$ cat config.mk
export PLATFORM = sky130hd
export DESIGN_NAME = task_fsm_array
export DESIGN_NICKNAME = d
export VERILOG_FILES = /design/src/rtl/task_fsm_array.sv
export SDC_FILE = /design/constraint.sdc
export NUM_CORES = 1
export LEC_CHECK = 0
export ABC_AREA = 1
export ABC_CLOCK_PERIOD_IN_PS = 32500
export CAP_MARGIN = 25
export CORE_AREA = 5 5 214 216
export DETAILED_ROUTE_END_ITERATION = 10
export DIE_AREA = 0 0 219 221
export PLACE_DENSITY = 0.65
export SKIP_CTS_REPAIR_TIMING = 1
export SYNTH_ARGS = -nofsm -noshare
export SYNTH_HDL_FRONTEND = slang
export SYNTH_SLANG_ARGS = --single-unit
$ cat constraint.sdc
create_clock -name ap_clk -period 32.5 [get_ports ap_clk]
set_input_delay 4.875 -clock ap_clk [delete_from_list [all_inputs] [get_ports ap_clk]]
set_output_delay 4.875 -clock ap_clk [all_outputs]
set_load 0.1 [all_outputs]
$ cat src/rtl/task_fsm_array.sv
// task_fsm_array
// Per-task control block that sits between the global FSM and N_TASKS task
// instances. It drives the ap_start/ap_ready/ap_done handshake for each task
// and runs each task a programmable number of times per global run.
//
// Optional feature macro: TASK_FSM_PERF_EN adds per-channel 32-bit busy-cycle
// counters on task_busy_cycles. Without it, the port and counters are absent.
//
// Ports:
//   ap_clk, ap_rst            clock, async active-high reset
//   global_fsm_ap_start       global run start (level)
//   global_fsm_ap_done        releases channels parked in DONE
//   global_fsm_s_scalar       per-task scalar, latched at start
//   global_fsm_s_iters        invocations per task per run
//   global_fsm_task_mask      per-channel enable (0 = skip)
//   task_s_scalar             latched scalar per task
//   task_ap_start             start to each task
//   task_ap_ready/done/idle   task handshake inputs (idle is observed only)
//   to_global_fsm_is_done     channel in DONE
//   to_global_fsm_all_done    all channels in DONE
//   task_busy_cycles          per-channel busy counters (perf build only)
module task_fsm_array #(
    parameter int N_TASKS  = 4,
    parameter int SCALAR_W = 64,
    parameter int CNT_W    = 16
) (
    input  logic                         ap_clk,
    input  logic                         ap_rst,
    input  logic                         global_fsm_ap_start,
    input  logic                         global_fsm_ap_done,
    input  logic [N_TASKS*SCALAR_W-1:0]  global_fsm_s_scalar,
    input  logic [CNT_W-1:0]             global_fsm_s_iters,
    input  logic [N_TASKS-1:0]           global_fsm_task_mask,
    output logic [N_TASKS*SCALAR_W-1:0]  task_s_scalar,
    output logic [N_TASKS-1:0]           task_ap_start,
    input  logic [N_TASKS-1:0]           task_ap_ready,
    input  logic [N_TASKS-1:0]           task_ap_done,
    input  logic [N_TASKS-1:0]           task_ap_idle,
    output logic [N_TASKS-1:0]           to_global_fsm_is_done,
    output logic                         to_global_fsm_all_done
`ifdef TASK_FSM_PERF_EN
    ,
    output logic [N_TASKS*32-1:0]        task_busy_cycles
`endif
);

    // state | meaning
    // IDLE  | waiting for global start
    // START | task_ap_start high, waiting for ready
    // WAIT  | start accepted, waiting for done
    // DONE  | all invocations finished, waiting for global done
    typedef enum logic [1:0] {
        S_IDLE  = 2'b00,
        S_START = 2'b01,
        S_WAIT  = 2'b11,
        S_DONE  = 2'b10
    } state_t;

    state_t                state    [N_TASKS];
    logic [CNT_W-1:0]      rem      [N_TASKS];
    logic [SCALAR_W-1:0]   scalar_q [N_TASKS];

    // task_ap_idle is informational only; fold it into a sink to keep it visible.
    logic idle_unused;
    assign idle_unused = ^task_ap_idle;

    for (genvar i = 0; i < N_TASKS; i++) begin : g_ch
        always_ff @(posedge ap_clk or posedge ap_rst) begin
            if (ap_rst) begin
                state[i]    <= S_IDLE;
                rem[i]      <= '0;
                scalar_q[i] <= '0;
            end else begin
                case (state[i])
                    S_IDLE: begin
                        if (global_fsm_ap_start) begin
                            scalar_q[i] <= global_fsm_s_scalar[i*SCALAR_W +: SCALAR_W];
                            rem[i]      <= global_fsm_s_iters;
                            if (!global_fsm_task_mask[i] || (global_fsm_s_iters == '0))
                                state[i] <= S_DONE;
                            else
                                state[i] <= S_START;
                        end
                    end
                    S_START: begin
                        if (task_ap_ready[i]) begin
                            // Ready and done in one cycle completes an invocation
                            // and keeps start asserted for the next one.
                            if (task_ap_done[i]) begin
                                if (rem[i] == CNT_W'(1))
                                    state[i] <= S_DONE;
                                else
                                    rem[i] <= rem[i] - CNT_W'(1);
                            end else begin
                                state[i] <= S_WAIT;
                            end
                        end
                    end
                    S_WAIT: begin
                        if (task_ap_done[i]) begin
                            if (rem[i] == CNT_W'(1)) begin
                                state[i] <= S_DONE;
                            end else begin
                                rem[i]   <= rem[i] - CNT_W'(1);
                                state[i] <= S_START;
                            end
                        end
                    end
                    S_DONE: begin
                        // Global done wins over a concurrent start; the start is
                        // only taken once the channel is back in IDLE.
                        if (global_fsm_ap_done)
                            state[i] <= S_IDLE;
                    end
                    default: state[i] <= S_IDLE;
                endcase
            end
        end

        assign task_s_scalar[i*SCALAR_W +: SCALAR_W] = scalar_q[i];
        assign task_ap_start[i]         = (state[i] == S_START);
        assign to_global_fsm_is_done[i] = (state[i] == S_DONE);

`ifdef TASK_FSM_PERF_EN
        logic [31:0] busy;
        always_ff @(posedge ap_clk or posedge ap_rst) begin
            if (ap_rst) begin
                busy <= '0;
            end else if ((state[i] == S_IDLE) && global_fsm_ap_start) begin
                busy <= '0;
            end else if (((state[i] == S_START) || (state[i] == S_WAIT)) &&
                         (busy != 32'hFFFF_FFFF)) begin
                busy <= busy + 32'd1;
            end
        end
        assign task_busy_cycles[i*32 +: 32] = busy;
`endif
    end

    assign to_global_fsm_all_done = &to_global_fsm_is_done;

endmodule

**Run 1: drive-strength map**

(1.5 px per um)
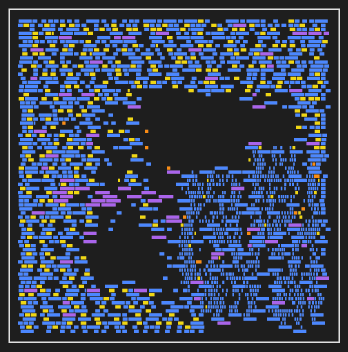
[_6 and larger] purple | cells: 72 | share: 3.4% | most used: clkbuf_16
[_0 and _1 cells] blue | cells: 1748 | share: 83% | most used: clkdlybuf4s50_1
[_3 and _4 cells] orange | cells: 11 | share: 0.52% | most used: buf_4
[_2 cells] yellow | cells: 280 | share: 13% | most used: mux2_2

**Run 1: cells coloured by class**

(1.5 px per um)
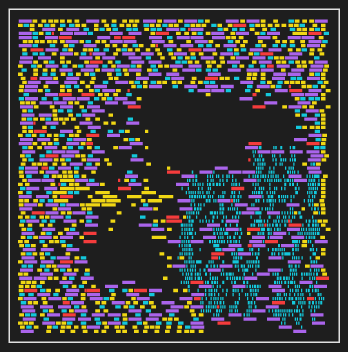
[combinational and other logic] cyan | cells: 1139
[clock drivers and dummy loads] red | cells: 68
[other buffers and delay cells] yellow | cells: 576
[flops] purple | cells: 328

**Run 1: close-up of the layout**

Window x 42 to 67, y 153 to 178 um. Cells in grey, sequential cells in the stronger grey; small squares are vias.
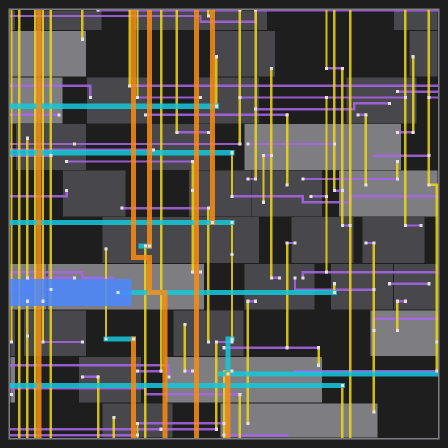
[metal 4] orange
[metal 3] cyan
[metal 5] blue
[metal 1] purple
[metal 2] yellow
sequential cells in the window: 5
most frequent: clkdlybuf4s50_1 (11), mux2_2 (7), dfrtp_1 (5)
netlist names of flops here include: task_s_scalar (5)
cells with their middle in the window: 24

==> run summary, run 1 <==
Outcome: finished, final reports clean
Commonest cells after routing, fill and taps aside: clkdlybuf4s50_1 (550), nand2_1 (421), dfrtp_1 (328), mux2_2 (256), nor2_1 (125)
Via density per instance: 4.71
Fp util: 34.5%
WHS: 0.502 ns
Final setup fails: 0
Clk_skew: 0.0205 ns
Most frequent logic cell in the layout: clkdlybuf4s50_1
Routability Congestion: 0.846
Worst-path clk slew: 0.06 ns
Antenna violations before repair: 11
Busiest grt layer: met2
Vert. Die Dim: 221 um
Root buffer cell: clkbuf_16
Final setup TNS: 0 ns
Number of DRC markers in iteration 0: 732
Slew Limit Fails: 0
Maxcap violations: 0
# rows: 77
CP top delay family: buffers and inverters
CP peak stage delay: 1.17 ns
# IOs: 557
GR Overflow Total: 0
Fin crit share: 25.3%
Vias in the first global route: 12845
CTS Buf Count: 40
CP max-delay cell: clkdlybuf4s50_1
Max Fanout on Critical Path: 26
Die width: 219 um
Syn-to-layout area delta: 51.4%
Arr. time, crit path: 3.35 ns
First-pass GRT wire length: 79000 um
CP Cell Sequence: inv_1 -> nand2_1 -> nor3_1 -> clkdlybuf4s50_1
Synth Cell Area: 15100 um^2
Via Count: 12758
Core area: 43700 um^2
Distinct lib cells used: 30
Final nets: 2385
Avg Inst Size Synth: 9.94 um^2
CTS HTree Levels: 2
Gr usage total: 21.4%
RSZ-0062 raised after global routing: no
Min cycle time layout: 8.23 ns
Post-layout util: 52.3%
Met3 global-route usage: 7.31%
Met1 Use GR: 23.6%
Crit Path Class: flip-flop to primary output
Worst slew margin: 24.8%
Finished Cell Area: 22900 um^2
Final antenna-violating net count: 0
Residual DRC: 0
Startpoint Class: flip-flop
TritonCTS clock tree: built
Yosys Instances: 1520
Clock tree buffer depth: 3
CP Capture Type: primary output
Layout cell share with drive strength beyond 1: 17.2%
DPL Wire Length: 41000 um
Late-Pin Clk Latency: 0.55 ns
Routed WL: 53300 um
Synthesis area per yosys: 15100 um^2
Synthesized instance count: 1520
Floorplan Nets: 1820
Wire per inst: 19.7 um
Ys Warns: 0
Actual slew at the worst max-slew pin: 1.12 ns
Seq share, synth: 54.3%
GR Util met2: 38.4%
Log Warnings: 37
CP required: 27.62 ns
I/O Buffers: 552
Fin. Hold Viols: 0
Post-DP Area: 21600 um^2
Largest net degree at the start of global routing: 137
Registers, synthesis: 328
HP Class: flip-flop to flip-flop
Fmax achieved: 122 MHz
Buf+Inv Stages, Crit Path: 2
Clk sinks: 328
Iteration count of the initial detailed-routing pass: 5
Die area: 48400 um^2
## run 1: state kept, by name, summed over array words and instances (netlist names)
| register | count |
|---|---|
| rem | 64 |
| task_s_scalar | 256 |
| state | 8 |
## run 1: final timing paths
path,endpoint,cells after the start,from,slack (ns)
setup / recovery,to_global_fsm_all_done,4,state[4]$_DFFE_PP0P_,24.27
hold / removal,task_s_scalar[150]$_DFFE_PP0P_,1,task_s_scalar[150]$_DFFE_PP0P_,0.50
setup reg to reg,rem[2]$_DFFE_PP0P_,9,state[0]$_DFFE_PP0P_,29.80
hold reg to reg,task_s_scalar[150]$_DFFE_PP0P_,1,task_s_scalar[150]$_DFFE_PP0P_,0.50
max in group asynchronous,task_s_scalar[146]$_DFFE_PP0P_,5,ap_rst,25.40
min in group asynchronous,task_s_scalar[112]$_DFFE_PP0P_,2,ap_rst,4.63
## run 1: cell families (layout without fill, tap and decap cells)
logic type / count (synthesis) / in the layout / synth area share [%]
buffers and inverters: 168 / 759 / 4.92
multiplexers: 256 / 256 / 19.1
XOR/XNOR: 1 / 1 / 0.0580
AND/OR/NAND/NOR: 671 / 671 / 17.9
adder cells (fa/ha/maj): 8 / 8 / 0.662
AND-OR/OR-AND: 88 / 88 / 3.06
flip-flops: 328 / 328 / 54.3
other: 0 / 4 / 0
## run 1: metrics by stage
stage	worst slack, ns	instances
after detailed placement	24.54	2634
after global routing	24.05	2704
after global placement	24.57	2617
final	24.27	2707
after CTS	24.23	2702
after floorplan	18.54	1520
## run 1: metal layers
metal	part of all wire [%]	wire [um]
met5	0.11	58
met4	3.1	1640
met3	8.6	4590
met2	52	27900
met1	36	19100
## run 1: synth_stat cells
cell	n	share of area (%)
nor2_4	1	0.075
a21oi_1	6	0.20
nand2_1	422	10
o22ai_1	1	0.041
nor2_2	5	0.21
buf_2	31	1.0
or2_1	1	0.041
dfrtp_1	328	54
o21bai_1	5	0.25
o21ai_0	70	2.3
ha_1	8	0.66
xor2_1	1	0.058
a31oi_1	1	0.041
buf_4	1	0.050
clkbuf_1	10	0.25
nand2_2	4	0.17
o2bb2ai_1	2	0.12
nor2_1	125	3.1
inv_2	5	0.12
nand3_1	103	3.4
nand4_1	3	0.12
buf_1	2	0.050
nor3_1	2	0.066
inv_4	1	0.041
nand3b_1	2	0.099
buf_6	9	0.67
o21ai_1	3	0.099
inv_1	109	2.7
mux2_2	256	19
or2_2	3	0.12
## run 1: cell type report
type | count | area [um^2]
Antenna cell | 4 | 10.0
Timing Repair Buffer | 576 | 6040
Inverter | 115 | 442
Tap cell | 592 | 741
Multi-Input combinational cell | 1024 | 6170
Sequential cell | 328 | 8210
Clock inverter | 10 | 82.6
Fill cell | 3965 | 20900
Clock buffer | 58 | 1180
**Run 1: metal 1**

(2 px per um)
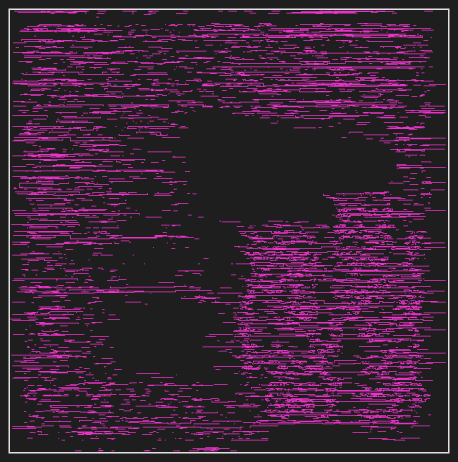

--- run 2 (diff from run 1) ---
Settings changed: ABC_CLOCK_PERIOD_IN_PS 32500 to 8000, CORE_AREA 5 5 214 216 to 5 5 213 215, DIE_AREA 0 0 219 221 to 0 0 218 220, PLACE_DENSITY 0.65 to 0.66.
Clock period 32.5 ns to 8 ns, I/O delays scaled along.
**Run 2: metal 1**

(2 px per um)
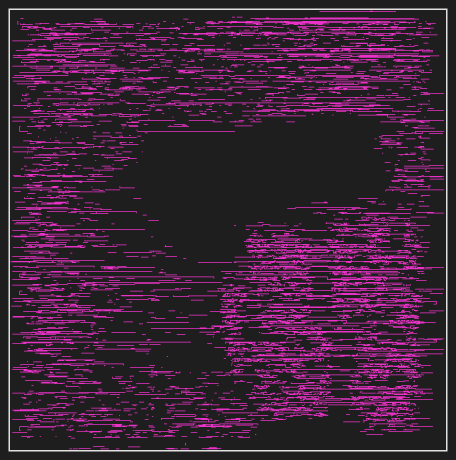
wire length on this layer: 19900 um
longest straight run: 101 um

==> run summary, run 2 <==
Largest net degree at the start of global routing: 168 (+23%)
Min cycle time layout: 4.54 ns
Gr usage total: 21.3% (-0.039 points)
I/O Buffers: 552 (unchanged)
RSZ-0062 raised after global routing: no
Die area: 48000 um^2 (-0.91%)
Final setup fails: 0 (unchanged)
AO/OA Area Share: 3.06% (unchanged)
Buf+Inv Stages, Crit Path: 2 (unchanged)
Via density per instance: 4.78 (+1.5%)
Synthesis area per yosys: 15100 um^2 (unchanged)
Log Warnings: 40 (+8.1%)
FILL cells: 3949 (-0.40%)
Residual DRC: 0 (unchanged)
Iteration count of the initial detailed-routing pass: 5 (unchanged)
Final setup TNS: 0 ns (unchanged)
Antenna violations before repair: 16 (+5)
Top area contributor share: 54.3% (unchanged)
TritonCTS clock tree: built
Min-delay src: task_s_scalar[178]$_DFFE_PP0P_
Routability Congestion: 0.884 (+4.5%)
Clock tree buffer depth: 3 (unchanged)
Worst slew margin: 25.7% (+0.86 points)
Seq share, synth: 54.3% (unchanged)
CP peak stage delay: 1.17 ns (about the same)
CP top delay family: buffers and inverters
Synth Cell Area: 15100 um^2 (unchanged)
Synthesized instance count: 1520 (unchanged)
Floorplan Nets: 1820 (unchanged)
R2r worst-path depth: 9 (unchanged)
HP Class: flip-flop to flip-flop
XOR/XNOR Area Share: 0.0580% (unchanged)
Clk sinks: 328 (unchanged)
Avg Inst Size Synth: 9.94 um^2 (unchanged)
Commonest cells after routing, fill and taps aside: clkdlybuf4s50_1 (552), nand2_1 (421), dfrtp_1 (328), mux2_2 (256), nor2_1 (125)
Max reg flops: 256 (unchanged)
CTS HTree Levels: 2 (unchanged)
Root buffer cell: clkbuf_16
Actual slew at the worst max-slew pin: 1.11 ns (-0.0128 ns)
CP Capture Type: primary output
# IOs: 557 (unchanged)
Via Count: 12877 (+0.93%)
Maxcap violations: 0 (unchanged)
CP required: 6.80 ns (-20.82 ns)
First-pass GRT wire length: 78400 um (-0.76%)
Most frequent logic cell in the layout: clkdlybuf4s50_1
Wire per inst: 19.8 um (+0.48%)
Fin crit share: 56.8%
Hold Path Cell Cnt: 1 (unchanged)
Worst reg2reg path endpoint: rem[2]$_DFFE_PP0P_
Arr. time, crit path: 3.34 ns (about the same)
Number of enable flip-flop cells: 0 (unchanged)
DPL Wire Length: 40500 um (-1.2%)
Late-Pin Clk Latency: 0.54 ns (about the same)
Ys Warns: 0 (unchanged)
Fp util: 34.7% (+0.15 points)
Outcome: finished, final reports clean
Top cells by count, synth: nand2_1 (422), dfrtp_1 (328), mux2_2 (256)
Final antenna-violating net count: 0 (unchanged)
Syn-to-layout area delta: 49.3%
CP max-delay cell: clkdlybuf4s50_1
Vert. Die Dim: 220 um (-0.45%)
Basic Gates by Area: 17.9% (unchanged)
Most frequent cell after synthesis: nand2_1
Vias in the first global route: 12883 (+0.30%)
Number of DRC markers in iteration 0: 843 (+15%)
Dominant combinational family: multiplexers
Area fraction in mux cells: 19.1% (unchanged)
Die width: 218 um (-0.46%)
Worst-path clk slew: 0.05 ns (about the same)
Final nets: 2372 (-0.55%)
Hold Path End: task_s_scalar[178]$_DFFE_PP0P_
Worst r2r src: state[0]$_DFFE_PP0P_
Async SR Flop Fraction: 100% (unchanged)
Fin. Hold Viols: 0 (unchanged)
CTS Buf Count: 39 (-2.5%)
Max Fanout on Critical Path: 26 (unchanged)
Distinct lib cells used: 30 (unchanged)
Setup WS post-layout: 3.46 ns (-20.81 ns)
# rows: 77 (unchanged)
Crit Path Class: flip-flop to primary output
Layout cell share with drive strength beyond 1: 16.6% (-0.59 points)
Registers, synthesis: 328 (unchanged)
Slew Limit Fails: 0 (unchanged)
CP Cell Sequence: inv_1 -> nand2_1 -> nor3_1 -> clkdlybuf4s50_1
Clk_skew: 0.0139 ns (-0.00655 ns)
Routed WL: 53300 um (about the same)
Adder Share, Synth: 0.662% (unchanged)
R2R Setup Slk: 5.31 ns (-24.49 ns)
GR Overflow Total: 0 (unchanged)
Post-synth top area cell: dfrtp_1
Synth Flop Type: dfrtp_1
Top cells, area: dfrtp_1 (54%), mux2_2 (19%), nand2_1 (10%)
Core area: 43500 um^2 (-0.44%)
Fmax achieved: 220 MHz
Pre-CTS WS: 3.98 ns (-20.56 ns)
Startpoint Class: flip-flop
Yosys Instances: 1520 (unchanged)
[run 2: cell types whose count changed in the layout (fill, tap and decap cells not counted), moves of 2 or more]
cell | previous run | this run
clkinvlp_4 | 0 | 2
buf_4 | 8 | 2
buf_12 | 0 | 2
clkdlybuf4s50_1 | 550 | 552
buf_16 | 17 | 7
clkbuf_16 | 41 | 39
clkbuf_1 | 8 | 6
[run 2: layer usage]
metal	vias to the layer above	global-route usage [%]	wire, um	part of all wire [%]
li1	6039	-	-	-
met5	-	0	60	0.11
met3	103	7.49	4350	8.2
met2	455	37.6	27300	51
met4	10	6.26	1640	3.1
met1	6270	24.6	19900	37
[run 2: cells by family (layout without fill, tap and decap cells)]
family	Yosys count	count (layout)
xor+xnor	1	1
flops	328	328
compound gates	88	88
buf+inv	168	744
fa+ha+maj	8	8
mux	256	256
other cells	0	5
simple gates	671	671
[run 2: through the flow]
step	instances	utilization [%]	hold slack (ns)	cell area [um^2]
2_1_floorplan	1520	-	0.471	15100
3_3_place_gp	2615	48.5	0.486	21100
3_5_place_dp	2623	49.0	0.491	21300
4_1_cts	2688	51.8	0.503	22600
5_1_grt	2688	51.8	0.512	22600
6_report	2693	51.8	0.500	22600
[run 2: area by class of cell]
| class | instances | area, um^2 | share of cell area, % |
|---|---|---|---|
| Sequential cell | 328 | 8210 | 36.4 |
| Multi-Input combinational cell | 1024 | 6170 | 27.4 |
| Timing Repair Buffer | 564 | 5780 | 25.6 |
| Clock buffer | 54 | 1120 | 4.97 |
| Tap cell | 592 | 741 | 3.28 |
| Inverter | 115 | 438 | 1.94 |
| Clock inverter | 11 | 86.3 | 0.383 |
| Antenna cell | 5 | 12.5 | 0.0555 |
[run 2: worst max-delay path by stage]
stage | start | to | slack (ns) | cells past startpoint
finish | state[4]$_DFFE_PP0P_ | to_global_fsm_all_done | 3.46 | 4
global route | state[4]$_DFFE_PP0P_ | to_global_fsm_all_done | 3.25 | 4
floorplan | ap_rst | rem[0]$_DFFE_PP0P_ | 2.42 | 1
global placement | state[4]$_DFFE_PP0P_ | to_global_fsm_all_done | 4.04 | 4
CTS | state[4]$_DFFE_PP0P_ | to_global_fsm_all_done | 3.40 | 4
detailed placement | state[4]$_DFFE_PP0P_ | to_global_fsm_all_done | 3.98 | 4
**Run 2: drive-strength map**

(1.5 px per um)
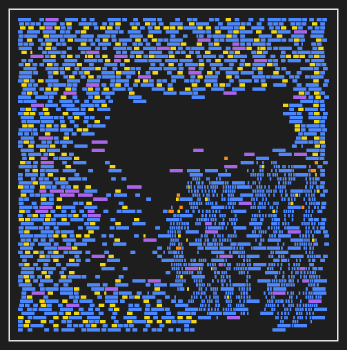

--- run 3 (diff from run 2) ---
Settings changed: ABC_CLOCK_PERIOD_IN_PS 8000 to 3800, CORE_AREA 5 5 213 215 to 5 5 216 218, DIE_AREA 0 0 218 220 to 0 0 221 223, PLACE_DENSITY 0.66 to 0.67.
Clock period 8 ns to 3.8 ns, I/O delays scaled along.
**Run 3: drive-strength map**

(1.5 px per um)
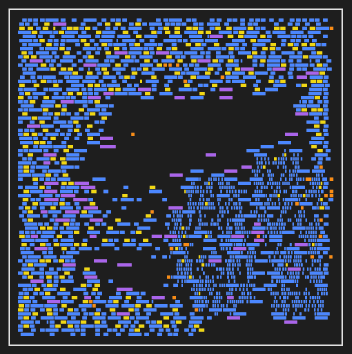
[_2 cells] yellow | cells: 281 | share: 13% | most used: mux2_2
[_6 and larger] purple | cells: 68 | share: 3.2% | most used: clkbuf_16
[_3 and _4 cells] orange | cells: 28 | share: 1.3% | most used: buf_4
[_0 and _1 cells] blue | cells: 1741 | share: 82% | most used: clkdlybuf4s50_1

==> run summary, run 3 <==
RSZ-0062 raised after global routing: no
Die area: 49300 um^2 (+2.8%)
Synth Cell Area: 15100 um^2 (unchanged)
Final nets: 2392 (+0.84%)
Number of DRC markers in iteration 0: 878 (+4.2%)
Fin. Hold Viols: 0 (unchanged)
Floorplan Nets: 1820 (unchanged)
CTS Buf Count: 39 (unchanged)
Min cycle time layout: 3.02 ns
Synthesized instance count: 1520 (unchanged)
Layout cell share with drive strength beyond 1: 17.8% (+1.2 points)
Synthesis area per yosys: 15100 um^2 (unchanged)
Critical path launch point: state[0]$_DFFE_PP0P_
Actual slew at the worst max-slew pin: 1.12 ns (+0.00585 ns)
CTS HTree Levels: 2 (unchanged)
Via density per instance: 4.77 (-0.21%)
Final setup TNS: 0 ns (unchanged)
Routability Congestion: 0.881 (-0.27%)
Arr. time, crit path: 2.45 ns (-0.89 ns)
Fp util: 33.8% (-0.89 points)
Root buffer cell: clkbuf_16
Antenna violations before repair: 22 (+6)
Log Warnings: 38 (-5.0%)
Fin crit share: 79.4%
First-pass GRT wire length: 81500 um (+4.0%)
Routed WL: 54500 um (+2.3%)
Gr usage total: 21.3% (about the same)
Startpoint Class: flip-flop
Vert. Die Dim: 223 um (+1.4%)
Late-Pin Clk Latency: 0.54 ns (about the same)
Syn-to-layout area delta: 51.5%
Max Fanout on Critical Path: 26 (unchanged)
Clock tree buffer depth: 3 (unchanged)
Top area contributor share: 54.3% (unchanged)
Post-synth top area cell: dfrtp_1
Die width: 221 um (+1.4%)
I/O Buffers: 552 (unchanged)
HP Class: input port to asynchronous set/reset pin
Residual DRC: 0 (unchanged)
Maxcap violations: 0 (unchanged)
Final setup fails: 0 (unchanged)
Clk sinks: 328 (unchanged)
CP peak stage delay: 0.90 ns (-0.27 ns)
Commonest cells after routing, fill and taps aside: clkdlybuf4s50_1 (542), nand2_1 (421), dfrtp_1 (328), mux2_2 (256), nor2_1 (122)
Slew Limit Fails: 0 (unchanged)
CP Cell Sequence: inv_2 -> nor2_2 -> buf_4
Async SR Flop Fraction: 100% (unchanged)
Final antenna-violating net count: 0 (unchanged)
Worst r2r src: state[0]$_DFFE_PP0P_
Wire per inst: 20.0 um (+1.2%)
WHS: 0.432 ns (-0.0683 ns)
Final std cells w/o fill: 2724 (+1.2%)
Registers, synthesis: 328 (unchanged)
Core area: 44700 um^2 (+2.6%)
Number of enable flip-flop cells: 0 (unchanged)
Largest net degree at the start of global routing: 119 (-29%)
Via Count: 12998 (+0.94%)
Most frequent cell after synthesis: nand2_1
Synth Flop Type: dfrtp_1
Yosys Instances: 1520 (unchanged)
Ys Warns: 0 (unchanged)
CP Capture Type: primary output
Iteration count of the initial detailed-routing pass: 7 (+2)
Most frequent logic cell in the layout: clkdlybuf4s50_1
# IOs: 557 (unchanged)
Setup WS post-layout: 0.782 ns (-2.68 ns)
Crit Path Class: flip-flop to primary output
Fmax achieved: 331 MHz
Clk_skew: 0.0195 ns (+0.00559 ns)
# rows: 78 (+1.3%)
Outcome: finished, final reports clean
Pre-CTS WS: 0.859 ns (-3.12 ns)
CP required: 3.23 ns (-3.57 ns)
Worst slew margin: 25.3% (-0.39 points)
Seq share, synth: 54.3% (unchanged)
Vias in the first global route: 13089 (+1.6%)
Top cells by count, synth: nand2_1 (422), dfrtp_1 (328), mux2_2 (256)
Avg Inst Size Synth: 9.94 um^2 (unchanged)
GR Overflow Total: 0 (unchanged)
CP max-delay cell: dfrtp_1
Max reg flops: 256 (unchanged)
Top cells, area: dfrtp_1 (54%), mux2_2 (19%), nand2_1 (10%)
run 3: critical path, delay by kind of cell (launching register included):
kind | cells | cell delay (ns)
buffers and inverters | 2 | 0.69
flip-flops | 1 | 0.90
AND/OR/NAND/NOR | 1 | 0.28
run 3: stage by stage:
step           instance area, um^2  utilization, %
2_1_floorplan                15100               -
3_3_place_gp                 21300            47.7
3_5_place_dp                 21600            48.4
4_1_cts                      22900            51.2
5_1_grt                      22900            51.2
6_report                     22900            51.2
run 3: per-layer routing:
metal / part of all wire, % / vias up / global-route usage [%]
met1: 37 / 6322 / 23.7
met4: 2.8 / 18 / 6.36
li1: - / 6105 / -
met5: 0.26 / - / 0
met2: 52 / 454 / 38.9
met3: 8.1 / 99 / 7.03
run 3: worst paths after layout:
kind / to / slack [ns] / depth (start not counted)
worst max-delay path: task_ap_start[3] / 0.78 / 3
max in group asynchronous: task_s_scalar[175]$_DFFE_PP0P_ / 2.38 / 3
worst min-delay path: task_s_scalar[101]$_DFFE_PP0P_ / 0.43 / 2
worst max register to register: rem[1]$_DFFE_PP0P_ / 1.05 / 9
min in group ap_clk: task_s_scalar[108]$_DFFE_PP0P_ / 0.50 / 1
worst min register to register: task_s_scalar[108]$_DFFE_PP0P_ / 0.50 / 1
run 3: kinds of logic after synthesis:
kind of cell	Yosys count	share of synthesized area (%)
mux	256	19.1
simple gates	671	17.9
flops	328	54.3
compound gates	88	3.06
buf+inv	168	4.92
xor+xnor	1	0.0580
fa+ha+maj	8	0.662
run 3: area by class of cell:
cell class	instances	area (um^2)
timing repair buffer	584	6050
sequential	328	8210
tap	600	751
inverter	115	438
clock inverter	6	80.1
antenna	6	15.0
multi-input combinational	1024	6180
clock buffer	61	1170
fill	4113	21800
